`src/rtl/adapter_rx_pcs_mf.sv`:
```
// Receive PCS adapter: MFI flywheel (HUNT/PRESYNC/SYNC), payload forwarding and
// CARD/SSF overhead extraction. Define ADAPTER_RX_PCS_ACCEPT_EN for the persistence filter.
module adapter_rx_pcs_mf #(
   parameter int MF_LEN   = 256,
   parameter int CH_N     = 16,
   parameter int DAT_W    = 6,
   parameter int CARD_POS = 28,
   parameter int CARD_W   = 4,
   parameter int SSF_POS  = 40,
   parameter int SSF_STEP = 8,
   parameter int SSF_W    = 7,
   parameter int SSF_GRP  = 6,
   parameter int LOCK_N   = 4,
   parameter int LOSS_N   = 3,
   parameter int ACC_N    = 3
) (
   input  logic                         Ck_77,
   input  logic                         Rs_n,
   input  logic                         Rx_PCS_Vld,
   input  logic [$clog2(MF_LEN)-1:0]    Rx_PCS_MFI,
   input  logic                         Rx_PCS_SH_Res,
   input  logic [DAT_W-1:0]             Rx_PCS_Dat,
   output logic [$clog2(CH_N)-1:0]      E1_Cha,
   output logic [DAT_W-1:0]             TX_DV_Dat,
   output logic                         TX_DV_Vld,
   output logic [CARD_W-1:0]            CARD_TYPE,
   output logic [SSF_GRP*SSF_W-1:0]     SSF,
   output logic                         Card_Chg,
   output logic                         SSF_Chg,
   output logic                         Mf_Lock,
   output logic                         Mf_Err
);

   localparam int MFI_W   = $clog2(MF_LEN);
   localparam int CH_W    = $clog2(CH_N);
   localparam int CAP_W   = (CARD_W > SSF_W) ? CARD_W : SSF_W;
   localparam int NFLD    = SSF_GRP + 1;
   localparam int FLD_W   = $clog2(NFLD);
   localparam int CNT_MAX = (LOCK_N > LOSS_N) ? ((LOCK_N > ACC_N) ? LOCK_N : ACC_N)
                                              : ((LOSS_N > ACC_N) ? LOSS_N : ACC_N);
   localparam int CNT_W   = $clog2(CNT_MAX + 1);

   localparam logic [MFI_W-1:0] MFI_ONE   = MFI_W'(1);
   localparam logic [CNT_W-1:0] CNT_ONE   = CNT_W'(1);
   localparam logic [CNT_W-1:0] LOCK_C    = CNT_W'(LOCK_N);
   localparam logic [CNT_W-1:0] LOSS_C    = CNT_W'(LOSS_N);
   localparam logic [CAP_W-1:0] CARD_MASK = CAP_W'((1 << CARD_W) - 1);
   localparam logic [CAP_W-1:0] SSF_MASK  = CAP_W'((1 << SSF_W) - 1);

   typedef enum logic [1:0] {
      ST_HUNT    = 2'd0,
      ST_PRESYNC = 2'd1,
      ST_SYNC    = 2'd2
   } state_t;

   state_t             state_q;
   logic [MFI_W-1:0]   ref_q;
   logic [CNT_W-1:0]   good_cnt_q;
   logic [CNT_W-1:0]   bad_cnt_q;
   logic [CH_W-1:0]    cha_q;
   logic [DAT_W-1:0]   dat_q;
   logic               vld_q;
   logic               lock_q;
   logic               err_q;
   logic [CAP_W-2:0]   sr_q;
   logic               clean_q;
   logic               card_chg_q;
   logic               ssf_chg_q;
   logic [CAP_W-1:0]   out_q [NFLD];
`ifdef ADAPTER_RX_PCS_ACCEPT_EN
   localparam logic [CNT_W-1:0] ACC_C = CNT_W'(ACC_N);
   logic [CAP_W-1:0]   cand_q [NFLD];
   logic [CNT_W-1:0]   cnt_q  [NFLD];
   logic [CNT_W-1:0]   cnt_new_s;
`endif

   logic [MFI_W-1:0]   exp_s;
   logic               good_s;
   logic               in_sync_s;
   logic               fld_hit_s;
   logic               fld_start_s;
   logic               fld_last_s;
   logic [FLD_W-1:0]   fld_s;
   logic [CAP_W-1:0]   cap_s;
   logic [CAP_W-1:0]   cap_fld_s;
   logic               offer_s;
   logic               accept_s;
   int                 pos_i;
   int                 grp_s;

   // Expected MFI and field decode at the flywheel position of this beat
   always_comb begin
      exp_s       = ref_q + MFI_ONE;
      good_s      = (Rx_PCS_MFI == exp_s);
      in_sync_s   = (state_q == ST_SYNC);
      pos_i       = int'(exp_s);
      grp_s       = 0;
      fld_hit_s   = 1'b0;
      fld_start_s = 1'b0;
      fld_last_s  = 1'b0;
      fld_s       = '0;
      if (pos_i >= CARD_POS && pos_i < CARD_POS + CARD_W) begin
         fld_hit_s   = 1'b1;
         fld_start_s = (pos_i == CARD_POS);
         fld_last_s  = (pos_i == CARD_POS + CARD_W - 1);
      end else begin
         for (int g = 0; g < SSF_GRP; g++) begin
            grp_s = SSF_POS + g * SSF_STEP;
            if (pos_i >= grp_s && pos_i < grp_s + SSF_W) begin
               fld_hit_s   = 1'b1;
               fld_start_s = (pos_i == grp_s);
               fld_last_s  = (pos_i == grp_s + SSF_W - 1);
               fld_s       = FLD_W'(g + 1);
            end else begin
               fld_s = fld_s;
            end
         end
      end
   end

   // Capture value and acceptance decision for the field ending on this beat
   always_comb begin
      cap_s     = {sr_q, Rx_PCS_SH_Res};
      cap_fld_s = cap_s & ((fld_s == '0) ? CARD_MASK : SSF_MASK);
      offer_s   = Rx_PCS_Vld & in_sync_s & fld_hit_s & fld_last_s & good_s
                  & (fld_start_s | clean_q);
`ifdef ADAPTER_RX_PCS_ACCEPT_EN
      if (cap_fld_s == cand_q[fld_s]) begin
         cnt_new_s = (cnt_q[fld_s] >= ACC_C) ? ACC_C : cnt_q[fld_s] + CNT_ONE;
      end else begin
         cnt_new_s = CNT_ONE;
      end
      accept_s = (cnt_new_s == ACC_C) && (cap_fld_s != out_q[fld_s]);
`else
      accept_s = (cap_fld_s != out_q[fld_s]);
`endif
   end

   // Alignment FSM with registered payload, lock and error outputs
   always_ff @(posedge Ck_77 or negedge Rs_n) begin
      if (!Rs_n) begin
         state_q    <= ST_HUNT;
         ref_q      <= '0;
         good_cnt_q <= '0;
         bad_cnt_q  <= '0;
         cha_q      <= '0;
         dat_q      <= '0;
         vld_q      <= 1'b0;
         lock_q     <= 1'b0;
         err_q      <= 1'b0;
      end else begin
         err_q <= 1'b0;
         vld_q <= 1'b0;
         if (Rx_PCS_Vld) begin
            cha_q <= Rx_PCS_MFI[CH_W-1:0];
            dat_q <= Rx_PCS_Dat;
            case (state_q)
               ST_HUNT: begin
                  ref_q <= Rx_PCS_MFI;
                  if (good_s) begin
                     good_cnt_q <= CNT_ONE;
                     if (CNT_ONE >= LOCK_C) begin
                        state_q <= ST_SYNC;
                        lock_q  <= 1'b1;
                        vld_q   <= 1'b1;
                     end else begin
                        state_q <= ST_PRESYNC;
                     end
                  end else begin
                     good_cnt_q <= '0;
                  end
               end
               ST_PRESYNC: begin
                  ref_q <= Rx_PCS_MFI;
                  if (good_s) begin
                     good_cnt_q <= good_cnt_q + CNT_ONE;
                     if (good_cnt_q + CNT_ONE >= LOCK_C) begin
                        state_q <= ST_SYNC;
                        lock_q  <= 1'b1;
                        vld_q   <= 1'b1;
                     end
                  end else begin
                     state_q    <= ST_HUNT;
                     good_cnt_q <= '0;
                  end
               end
               ST_SYNC: begin
                  // Flywheel: reference advances regardless of what was received
                  ref_q <= exp_s;
                  vld_q <= 1'b1;
                  if (!good_s) begin
                     err_q <= 1'b1;
                     if (bad_cnt_q + CNT_ONE >= LOSS_C) begin
                        state_q    <= ST_HUNT;
                        lock_q     <= 1'b0;
                        vld_q      <= 1'b0;
                        bad_cnt_q  <= '0;
                        good_cnt_q <= '0;
                     end else begin
                        bad_cnt_q <= bad_cnt_q + CNT_ONE;
                     end
                  end else begin
                     bad_cnt_q <= '0;
                  end
               end
               default: begin
                  state_q <= ST_HUNT;
                  lock_q  <= 1'b0;
               end
            endcase
         end
      end
   end

   // Field shift register, cleanliness tracking and accepted outputs
   always_ff @(posedge Ck_77 or negedge Rs_n) begin
      if (!Rs_n) begin
         sr_q       <= '0;
         clean_q    <= 1'b0;
         card_chg_q <= 1'b0;
         ssf_chg_q  <= 1'b0;
         for (int i = 0; i < NFLD; i++) begin
            out_q[i] <= '0;
`ifdef ADAPTER_RX_PCS_ACCEPT_EN
            cand_q[i] <= '0;
            cnt_q[i]  <= '0;
`endif
         end
      end else begin
         card_chg_q <= offer_s & accept_s & (fld_s == '0);
         ssf_chg_q  <= offer_s & accept_s & (fld_s != '0);
         if (Rx_PCS_Vld && !in_sync_s) begin
            clean_q <= 1'b0;
         end else if (Rx_PCS_Vld && fld_hit_s) begin
            sr_q    <= cap_s[CAP_W-2:0];
            clean_q <= (fld_start_s | clean_q) & good_s;
         end
         if (offer_s) begin
`ifdef ADAPTER_RX_PCS_ACCEPT_EN
            cand_q[fld_s] <= cap_fld_s;
            cnt_q[fld_s]  <= cnt_new_s;
`endif
            if (accept_s) begin
               out_q[fld_s] <= cap_fld_s;
            end
         end
      end
   end

   for (genvar g = 0; g < SSF_GRP; g++) begin : g_ssf
      assign SSF[g*SSF_W +: SSF_W] = out_q[g+1][SSF_W-1:0];
   end

   assign CARD_TYPE = out_q[0][CARD_W-1:0];
   assign E1_Cha    = cha_q;
   assign TX_DV_Dat = dat_q;
   assign TX_DV_Vld = vld_q;
   assign Card_Chg  = card_chg_q;
   assign SSF_Chg   = ssf_chg_q;
   assign Mf_Lock   = lock_q;
   assign Mf_Err    = err_q;

endmodule

```
`config.mk`:
```
export PLATFORM = sky130hd
export DESIGN_NAME = adapter_rx_pcs_mf
export DESIGN_NICKNAME = d
export VERILOG_FILES = /design/src/rtl/adapter_rx_pcs_mf.sv
export SDC_FILE = /design/constraint.sdc
export NUM_CORES = 1
export LEC_CHECK = 0
export CAP_MARGIN = 5
export CORE_MARGIN = 1.5
export CORE_UTILIZATION = 39
export CTS_BUF_LIST = sky130_fd_sc_hd__clkbuf_2
export CTS_CLUSTER_DIAMETER = 40
export DETAILED_ROUTE_END_ITERATION = 6
export MAX_ROUTING_LAYER = met4
export PLACE_DENSITY = 0.64
export SLEW_MARGIN = 10
export SYNTH_ARGS = -nofsm -noshare
export SYNTH_HDL_FRONTEND = slang
export SYNTH_SLANG_ARGS = --single-unit
```
`constraint.sdc`:
```
create_clock -name Ck_77 -period 8.7 [get_ports Ck_77]
set_input_delay 1.305 -clock Ck_77 [delete_from_list [all_inputs] [get_ports Ck_77]]
set_output_delay 1.305 -clock Ck_77 [all_outputs]
set_load 0.005 [all_outputs]
```
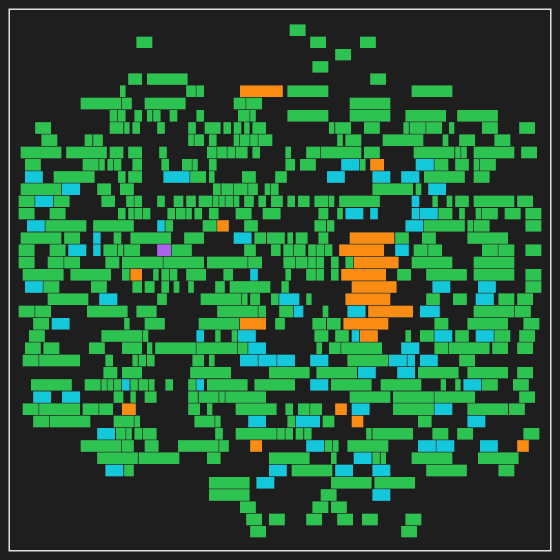
Figure 1: cell sizes after repair.
| size | color | cells |
|---|---|---|
| _6 and larger | purple | 1 |
| _3 and _4 cells | orange | 19 |
| _0 and _1 cells | green | 436 |
| _2 cells | cyan | 73 |
synth-to-layout area growth: 12.03%
Post-Layout Inst Area: 5989 um2
fin worst setup slack: 4128 ps
Buffers, non-clock: 82

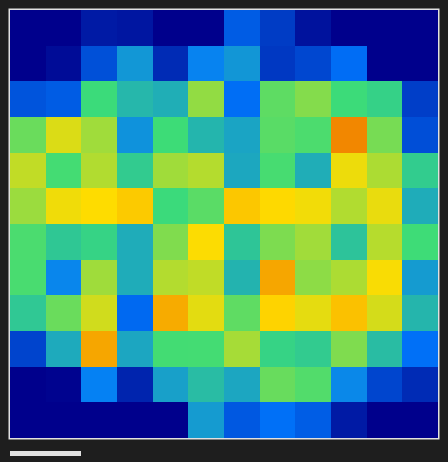
Figure 2: placement density heat map.
Scale bar: 20 um. 12 x 12 tiles, from dark blue (low) to red (high), 0 to 100% covered.
nearly empty tiles: 13%
mean over tiles: 40%
tiles over 75% full: 6.2%
fullest tile: 85%
post-layout util: 45.05%
area of the placeable core: 13300 um2
floorplan-stage core utilization: 40.21%

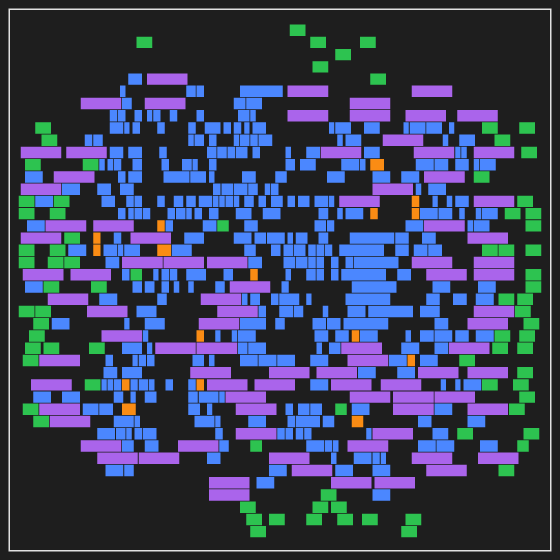
Figure 3: placement by cell class.
| class | color | cells |
|---|---|---|
| clock drivers and dummy loads | orange | 16 |
| combinational and other logic | blue | 344 |
| flops | purple | 87 |
| other buffers and delay cells | green | 82 |
proportion of cell area occupied by registers: 36.35%
row count: 42

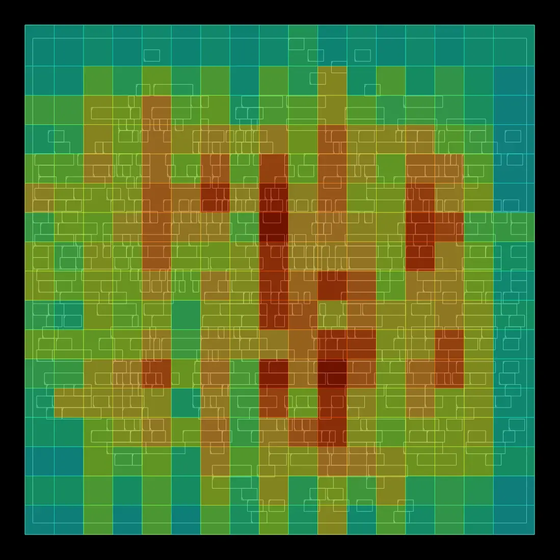
Figure 4: track usage over the die.
wire length per cell after detailed routing: 18.35 um
layer carrying the most global-route usage: met2
gr usage total: 19.33%
fraction of met3 tracks used by global routing: 4.183%
met2 GRT Util: 30.71%

==> summary.txt <==
Status of the implementation.

- The met1 usage in global routing is 24.78%, for reference.
- Looking at the max-slew report, the worst-margin pin has a slew of 1006 ps.
- Looking at the cell usage after synthesis, the top flip-flop cell is dfrtp_1.
- The first detailed-routing pass took 4 iterations.
- Listed in order, past its start point the critical path passes ha_1, nand2_1, or3_1, a222oi_1, nand2_2, o221ai_1, xor2_1, a31o_2, a41oi_4, mux2_2.
- Yosys attributes the largest share of cell area to dfrtp_1 (41%), mux2_2 (12%), buf_4 (7.2%).
- The largest family of logic cells by area is AND-OR/OR-AND gates, for reference.
- The most common logic cells in the final layout are dfrtp_1 (87), clkdlybuf4s50_1 (77), mux2_2 (55).
- The first-pass GRT wire length is 21200 um, for reference.
- The kind of path behind the tightest hold check is register to register, for reference.
- In the final layout, excluding clock inverters the inverter count is 22.
- Clock tree synthesis selected as its root buffer the cell clkbuf_2.
- The worst register-to-register path has a depth of 10.
- The hold path depth is 1, for reference.
- The number of clock sinks is 87, for reference.
- The most common logic cell in the final layout is dfrtp_1.
- The count of mapped cells out of synthesis is 502, for reference.
- Summed over its instances, the top area cell type makes up 40.72% of the synthesized netlist area.
- The combined buffer and inverter count along the critical path is 0, for reference.
- The start of the worst register-to-register path is ref_q[0], for reference.
- The die boundary height is 120.1 um, for reference.
- The post-synth tally of flip-flops with integrated enable is 0, for reference.
- TritonCTS built the clock tree.
- The synthesized netlist was found by Yosys to have 502 cells.
- The synthesized-area fraction occupied by and/or/nand/nor cells is 11.07%, for reference.
- The switching component of the power was reported as 270.4 uW.
- The data required time of the worst path is 9190 ps, for reference.
- The via count of the first global-routing pass is 4025, for reference.
- The minimum clock period is 4572 ps, for reference.
- The routed layout reports a DRC error count of 0.
- Per the detail_route log, met2 wirelength is 6116 um.
- The tally of yosys warning messages is 0, for reference.
- The clock transition time at the flip-flop clock pins of the worst setup and hold paths is 230 ps, for reference.
- Of the cells placed in the final design, the portion with a size suffix greater than 1 is 17.58%.
- Entering global routing, the biggest net connects 48 pins.
- The clock network burns 23.2% of the power.
- The flow ran to the end, and the final reports show no timing, DRC or antenna violations.
- The area of the die is 14420 um2, for reference.
- The fill cell instance count of the final layout is 1273, for reference.
- The die width is 120.1 um, for reference.
- The net count after synthesis is 530.
- For the worst setup path, the data arrival time is 5060 ps.
- The number of antenna violations at the first check in global routing is 0, for reference.
- The count of placed standard cells in the final layout, fillers left out is 705, for reference.
- The worst register-to-register path has a setup slack of 4130 ps.
- The number of library cell types mapped by synthesis is 62, for reference.
- The routed length on met1 is 5856 um, for reference.
- The total number of H-tree levels is 3, for reference.
- The source of the critical timing path is ref_q[0], for reference.
Power and IR drop assume default switching activity.
